Placed standard cells:
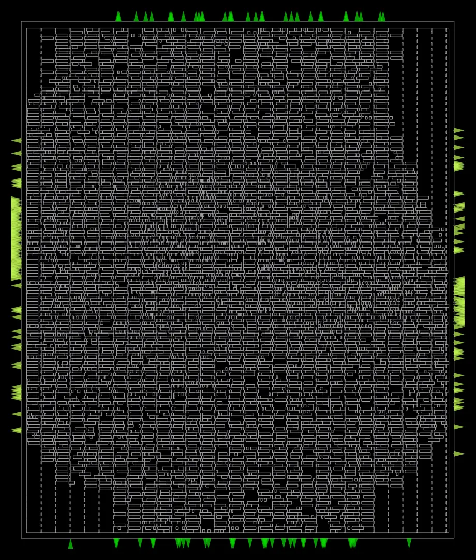
Clock network drawn from the DEF:
(1 px per um)
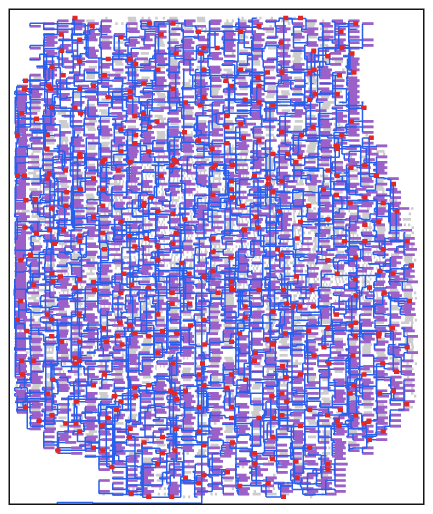
Design ibuffer_pack, sky130hd; sources not shown.
==> flow_metrics.tcl <==
# flow metrics
set metrics [dict create \
    status "finished, violations left" \
    violations "capacitance limit, slew limit" \
    grt_setup_unrepaired "no" \
    yosysWarnings 0 \
    crit_fanout 71 \
    cts_htree_levels 5 \
    drv_slew 51 \
    power.density_nw_per_um2 229.4 \
    synth_top_flop_cell "edfxtp_1" \
    drt_iter0_markers 8107 \
    drive_gt1_frac 0.2758 \
    maxCapViolCount 4 \
    irDropWorstVdd_v 0.0002153 \
    reg2reg_depth 7 \
    synth.distinct_cells 40 \
    die_y_um 493.6 \
    final_nets 4639 \
    vias_per_cell 6.798 \
    async_reset_ff_frac 0.06464 \
    met3_length_um 39820 \
    top_cells_by_count "edfxtp_1 (2272), mux4_2 (710), nand2_1 (422)" \
    hp-class "in -> reg" \
    edf_count 2272 \
    total_power_mw 23.87 \
    slowest_stage "dfrtp_4" \
    grt_max_degree 167 \
    yosysTopAreaCell "edfxtp_1" \
    tightest_slew_ps 1545 \
    final.min_clock_period_ps 6725 \
    period_used_share 0.5337 \
    synth_cells 4311 \
    crit_arrival_ps 5470 \
    hold_slack_ps 208.4 \
    syn_avg_cell_area_um2 21.70 \
    totalWireLength_um 353100 \
    hold_depth 1 \
    tns_ps 0 \
    start_kind "register" \
    setup_viol 0 \
    overflow 0 \
    cts-root-buf "clkbuf_8" \
    grt_pass1_wl_um 483800 \
    areaGrowthSynthToFinish_pct 11.24 \
    yosysCellCount 4311 \
    max_freq_ghz 0.1487 \
    wl_met1_um 117300 \
    worst_slack_ps 5875 \
    place_ws_ps 6964 \
    critical_path_buf_inv_count 2 \
    layout.cells.most_common "edfxtp_1" \
    vias 50990 \
    crit_type "reg -> out" \
]
## Picture notes: 'placed standard cells'
Site Rows: 177
Seq area share: 0.6935
Fillers: 16230
TAP cells: 2595

## Picture notes: 'clock network drawn from the DEF'
- clock drivers: red (count 389)
- flip-flops: purple (count 2429)
- clock wires: blue (length 39.9 mm)
- flops lie: spread over the die
clk ins delay skew pair: 1160 ps
Clk power: 6.78 mW
Clock power frac: 0.284
Worst Clk Skew: 132.4 ps

==> final cells by class <==
cell class	instances	area (um^2)
fill	16230	89930
sequential	2429	72170
multi-input combinational	1567	20230
clock buffer	421	5794
tap	2595	3247
clock inverter	258	1269
timing repair buffer	99	932.1
inverter	73	279.0
antenna	58	145.1
==> per-stage QoR <==
step	instance area, um^2	instances
global route	103900	7447
CTS	103800	7433
floorplan	93560	4311
finish	104100	7500
global placement	96710	6754
detailed placement	96710	6754
==> cells by family (layout without fill, tap and decap cells) <==
| kind of cell | after synthesis | in the layout | synth area share |
|---|---|---|---|
| compound gates | 89 | 89 | 0.005269 |
| buf+inv | 315 | 851 | 0.01509 |
| simple gates | 750 | 750 | 0.03552 |
| xor+xnor | 10 | 10 | 0.0009361 |
| mux | 712 | 712 | 0.1711 |
| flops | 2429 | 2429 | 0.7712 |
| fa+ha+maj | 6 | 6 | 0.0008024 |
| other cells | 0 | 58 | 0 |
==> where the power goes <==
group	leakage (nW)	total, mW	internal (mW)	switching (mW)
Sequential	22.9	10.1	9.63	0.432
Combinational	7.24	7.03	2.86	4.17
Clock	4.17	6.78	3.23	3.55
==> layer usage <==
layer | global-route usage | vias to the layer above
li1 | - | 18130
met1 | 0.4197 | 27550
met2 | 0.5811 | 4272
met3 | 0.1071 | 991
met4 | 0.1555 | 40
met5 | 0.005432 | -
Power figures rest on the tool's default switching activity, not on a simulated workload.
